### Signal wires on met1, run 1

Supply wires on this layer in gray.
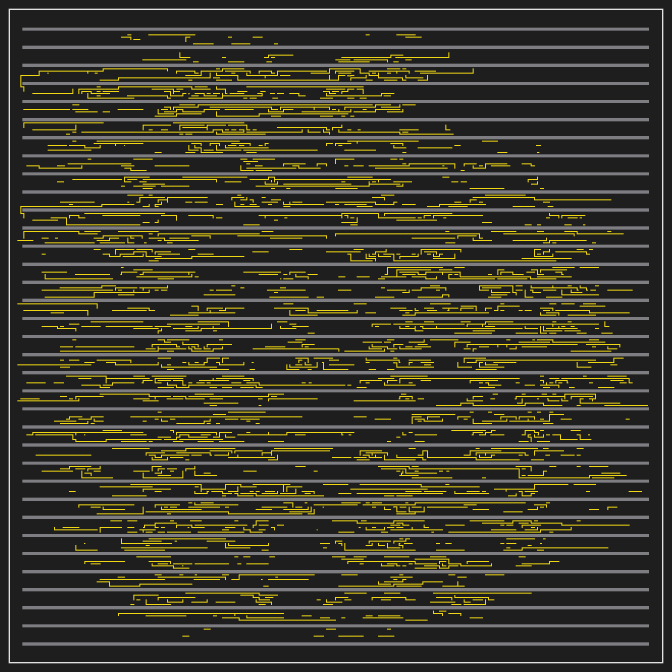
### Local utilization, run 1

The die is cut into 10 by 10 equal tiles; white is low, dark blue is high, 0 to 100% covered.
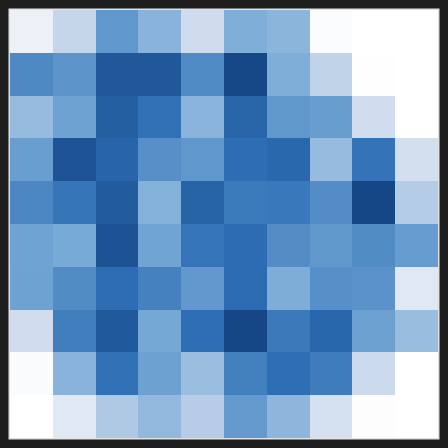
### Routing congestion, run 1

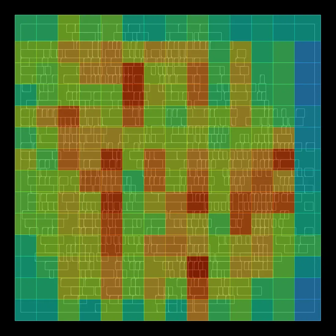
==> config.mk <==
export PLATFORM = sky130hd
export DESIGN_NAME = pin_entry_controller
export DESIGN_NICKNAME = d
export VERILOG_FILES = /design/src/rtl/pin_entry_controller.sv
export SDC_FILE = /design/constraint.sdc
export NUM_CORES = 1
export LEC_CHECK = 0
export ABC_AREA = 1
export CAP_MARGIN = 0
export CORE_MARGIN = 1.5
export CORE_UTILIZATION = 45
export DETAILED_ROUTE_END_ITERATION = 7
export PLACE_DENSITY = 0.71
export SYNTH_ARGS = -nofsm -noshare
export SYNTH_HDL_FRONTEND = slang
export SYNTH_SLANG_ARGS = --single-unit
==> constraint.sdc <==
create_clock -name clk -period 3.03 [get_ports clk]
set_clock_uncertainty 0.1 [all_clocks]
set_input_delay 0.7575 -clock clk [delete_from_list [all_inputs] [get_ports clk]]
set_output_delay 0.7575 -clock clk [all_outputs]
set_load 0.1 [all_outputs]
==> reports/results.ini, run 1 <==
[run_status]
status=complete, no violations

[layout]
comb_share_pct=48.44
seq_share_pct=25.96
area_growth_pct=23.80
comb_area_mm2=0.002440
layout_top_cells=nand2_1, inv_1, dfxtp_1
fill_cells=817
multiInputCombCellCount=448
clk_share_pct=5.464
nNonClkInverters=77
clock_buffers=10
top_area_cell_class=multi-input combinational cells
fin_nets=726

[cts]
cts_max_level=3
cts_resized=0
clk_pin_slew_worst_paths_ns=0.08
clock_sinks=65
cts_tree=done
ctsHoldBuffers=0
cts_inserted_buffers=9
root_buffer=clkbuf_8
worstSkewPairLatency_ns=0.35

[critical_path]
cp.arrival_ns=2.98
cpMostUsedCell=nand2_1
rr_worst_depth=15
rrSetupSlack_ns=0.23
crit_buf_inv=0
cp_slowest_cell=fa_2
path_cells=ha_1 > ha_2 > fa_2 > nand2_1 > nor2_1 > nand2_1 > nand2_1 > nand2_1 > nor2_2 > nand3_2 > nor2_2 > nand3_1 > nand2_1 > nand3_1 > a21oi_1
cpPeakStageDelay_ns=0.58
required_ns=3.21
critPathMaxFanout=5

[synthesis]
ys_cells=600
ys_ff=65
ys_sh_adder_pct=10.21
synthCells=600
ys_warn_count=0
ys_seq_share_pct=31.98
yosys.area_share.xor_xnor_pct=1.722
topCombFamilyByArea=simple AND/OR/NAND/NOR gates
synthTopCellsByArea=dfxtp_1, nand2_1, ha_1, nand3_1, inv_1
synth-main-ff-cell=dfxtp_1
yosysMostFrequentCell=nand2_1
synth.distinct_cells=41
synthAoiAreaFrac_pct=11.72
netlist_top_cells_count=nand2_1, inv_1, dfxtp_1
synth_nets=653
synth_area_per_cell_um2=6.782

[timing]
hold_slack_ns=0.3631
slew_headroom_pct=67.67
rsz0062_at_grt=no
hold_viol_final=0
fin_ws_ns=0.2309
drv_slew=0
setup_viol=0

[power_and_ir_drop]
p_seq_share_pct=38.9
power_frac_comb_pct=17.6
clock_power_mw=1.01
power.internal_mw=1.671
peakVddDrop_uv=328.6
power.switching_uw=651.4
comb-power_uw=409
switching_share_pct=28.05
p_clk_share_pct=43.4
p_per_area_mw_per_mm2=461.0

[global_route]
grt_pass1_vias=3792
grt_max_degree=48

[floorplan]
die_area_mm2=0.009622
die_y_um=98.09
nWellTaps=108
io_pins=55

[min_path]
whs_path_depth=2
hold_path.class=reg2reg

[placement]
place_ws_ns=-0.03391
hpwl_mm=7.387
portBuffers=54

[routing]
drc_errors=0
drt-initial-drc-count=178
drtPass1Iterations=5

[job]
warnings=26

About 'Signal wires on met1':
main direction: horizontal
longest straight run: 26.2 um
wire length on this layer: 4,500 um
share of all routed wire: 47%
nets with wire on the layer: 661
routed via count: 4,065
final WL: 9.606 mm

About 'Local utilization':
tiles over 75% full: 20%
fullest tile: 91%
mean over tiles: 51%
nearly empty tiles: 10%
emptiest ninth of the die: upper right
Final Core Density: 57.76%
floorplan utilization: 46.66%

About 'Routing congestion':
GRT met2 Usage: 34.75%
GRT met3 Usage: 3.150%
GRT Util Overall: 20.36%
wire per inst: 12.22 um

## run 1: per-layer routing
metal	GRT usage, %	wire (um)	share of wire [%]	vias to the layer above
met3	3.150	438	4.6	13
met4	7.912	129	1.3	0
met2	34.75	4534	47	97
li1	-	-	-	2121
met1	25.80	4504	47	1834
met5	0	0	0	-
## run 1: per-stage QoR
step           util [%]  TNS [ns]  std cells  instance area (um^2)  total power [mW]
3_5_place_dp      54.43  -0.08984        770                  4747             1.334
2_1_floorplan         -         0        600                  4080             1.203
6_report          57.76         0        786                  5037             2.322
3_3_place_gp      54.43         0        770                  4747             1.323
5_1_grt           57.76         0        786                  5037             2.422
4_1_cts           57.59         0        786                  5022             2.337
### Cells colored by class, run 1

Bar = 20 um. Fill, decap, tap and diode cells in gray.
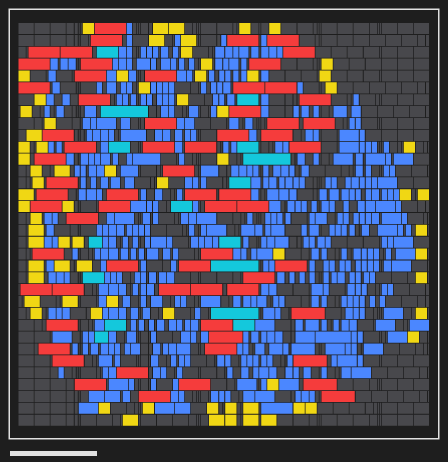

==> run 2: changes to the inputs <==
--- a/config.mk
+++ b/config.mk
@@ -10,6 +10,7 @@
 export CORE_MARGIN = 1.5
 export CORE_UTILIZATION = 45
 export DETAILED_ROUTE_END_ITERATION = 7
+export GPL_TIMING_DRIVEN = 0
 export PLACE_DENSITY = 0.71
 export SYNTH_ARGS = -nofsm -noshare
 export SYNTH_HDL_FRONTEND = slang
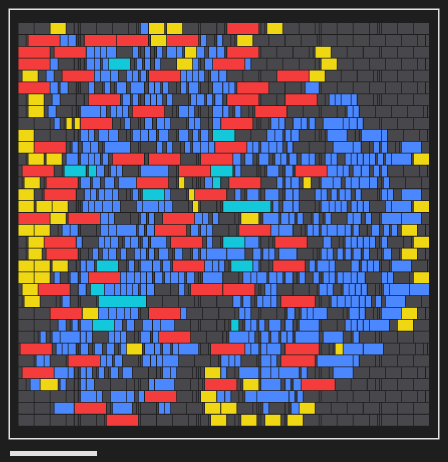
*Cells colored by class, run 2*
Bar = 20 um. Fill, decap, tap and diode cells in gray.
legend:
  cyan:
    class: clock drivers and dummy loads
    cells: 15
    share_of_their_area: 4.3%
  blue:
    class: all other logic
    cells: 525
    share_of_their_area: 56%
  yellow:
    class: other buffers and delay cells
    cells: 64
    share_of_their_area: 12%
  red:
    class: flip-flops
    cells: 65
    share_of_their_area: 27%
Core Box Area: 0.008721 mm^2
row count: 34
fin area: 0.004985 mm^2
flop share of the area: 26.23%

==> run 2 against run 1 <==
Compared with the run above: worst hold slack better by 0.0035 ns; largest cell class unchanged; count of clock-buffer cells in the layout down 1; setup slack worse by 0.019 ns; critical endpoint is now session_active; fmax down 0.67%; die size unchanged; first-iteration DRC count down 15%.
==> reports/results.ini, run 2 <==
[synthesis]
synthAoiAreaFrac_pct=11.72  ; unchanged
ys_seq_share_pct=31.98  ; unchanged
synth_area_per_cell_um2=6.782  ; unchanged
ys_ff=65  ; unchanged
yosysMostFrequentCell=nand2_1
yosys.area_share.xor_xnor_pct=1.722  ; unchanged
ys_cells=600  ; unchanged
synthTopCellsByArea=dfxtp_1, nand2_1, ha_1, nand3_1, inv_1
ys_sh_adder_pct=10.21  ; unchanged
synthCells=600  ; unchanged

[floorplan]
io_pins=55  ; unchanged
nWellTaps=108  ; unchanged
die_y_um=98.09  ; unchanged

[layout]
multiInputCombCellCount=448  ; unchanged
comb_share_pct=49.10  ; +0.66 points
comb_area_mm2=0.002447  ; +0.31%
nNonClkInverters=77  ; unchanged

[global_route]
grt_usage_pct=21.72  ; +1.4 points
grt_pass1_vias=3881  ; +2.3%

[run_status]
status=complete, no violations

[critical_path]
required_ns=2.17  ; -1.04 ns
critPathMaxFanout=5  ; unchanged
rrSetupSlack_ns=0.25  ; +0.02 ns
path_cells=inv_2 > nor3_2 > dlygate4sd2_1
crit_buf_inv=2  ; +2
cp.arrival_ns=1.96  ; -1.02 ns

[timing]
drv_slew=0  ; unchanged
slew_headroom_pct=30.32  ; -37 points

[power_and_ir_drop]
p_per_area_mw_per_mm2=421.9  ; -8.5%
comb-power_uw=402  ; -2%
switching_share_pct=30.68  ; +2.6 points
power_frac_comb_pct=19.1  ; +1.5 points

[min_path]
whs_path_depth=2  ; unchanged

[placement]
portBuffers=54  ; unchanged

[routing]
drt-initial-drc-count=152  ; -15%

[cts]
root_buffer=clkbuf_8
cts_inserted_buffers=9  ; unchanged

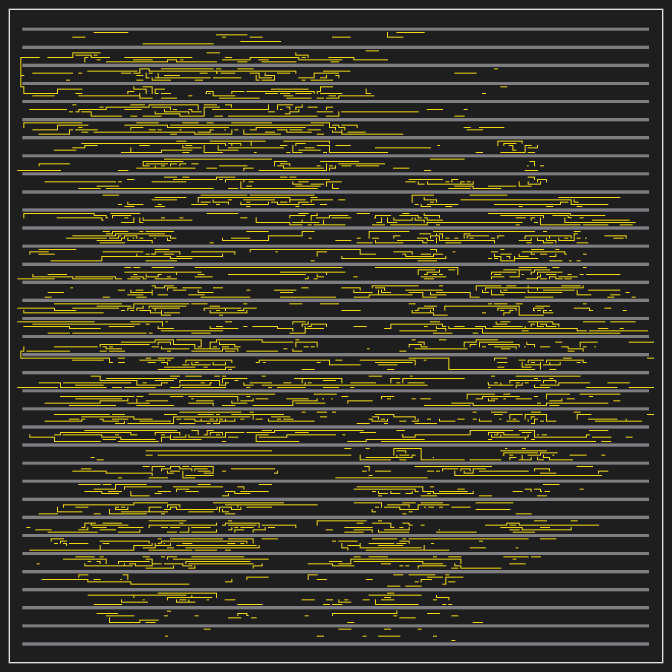
*Signal wires on met1, run 2*
Supply wires on this layer in gray.
share of all routed wire: 46%
wire length on this layer: 4,710 um
longest straight run: 32.2 um
nets with wire on the layer: 668
final WL: 10.15 mm
routed via count: 4,059

[run 2: metal layers]
layer / GRT usage (%) / vias up / wire, um
met2: 37.45 / 98 / 4883
met5: 0 / - / 0
li1: - / 2102 / -
met3: 2.863 / 12 / 438
met4: 6.923 / 0 / 116
met1: 28.11 / 1847 / 4705
[run 2: timing repair]
| item | CTS | global route |
|---|---|---|
| setup buffers | 0 | 0 |
| endpoints found under the setup margin | 1 | 6 |
| resized | 1 | 7 |
[run 2: stage by stage]
step,TNS (ns),area (um^2),util [%]
2_1_floorplan,0,4080,-
5_1_grt,-0.01596,4985,57.16
4_1_cts,0,4962,56.90
3_5_place_dp,-1.811,4756,54.53
6_report,0,4985,57.16
3_3_place_gp,-1.187,4756,54.53
Power figures rest on the tool's default switching activity, not on a simulated workload.
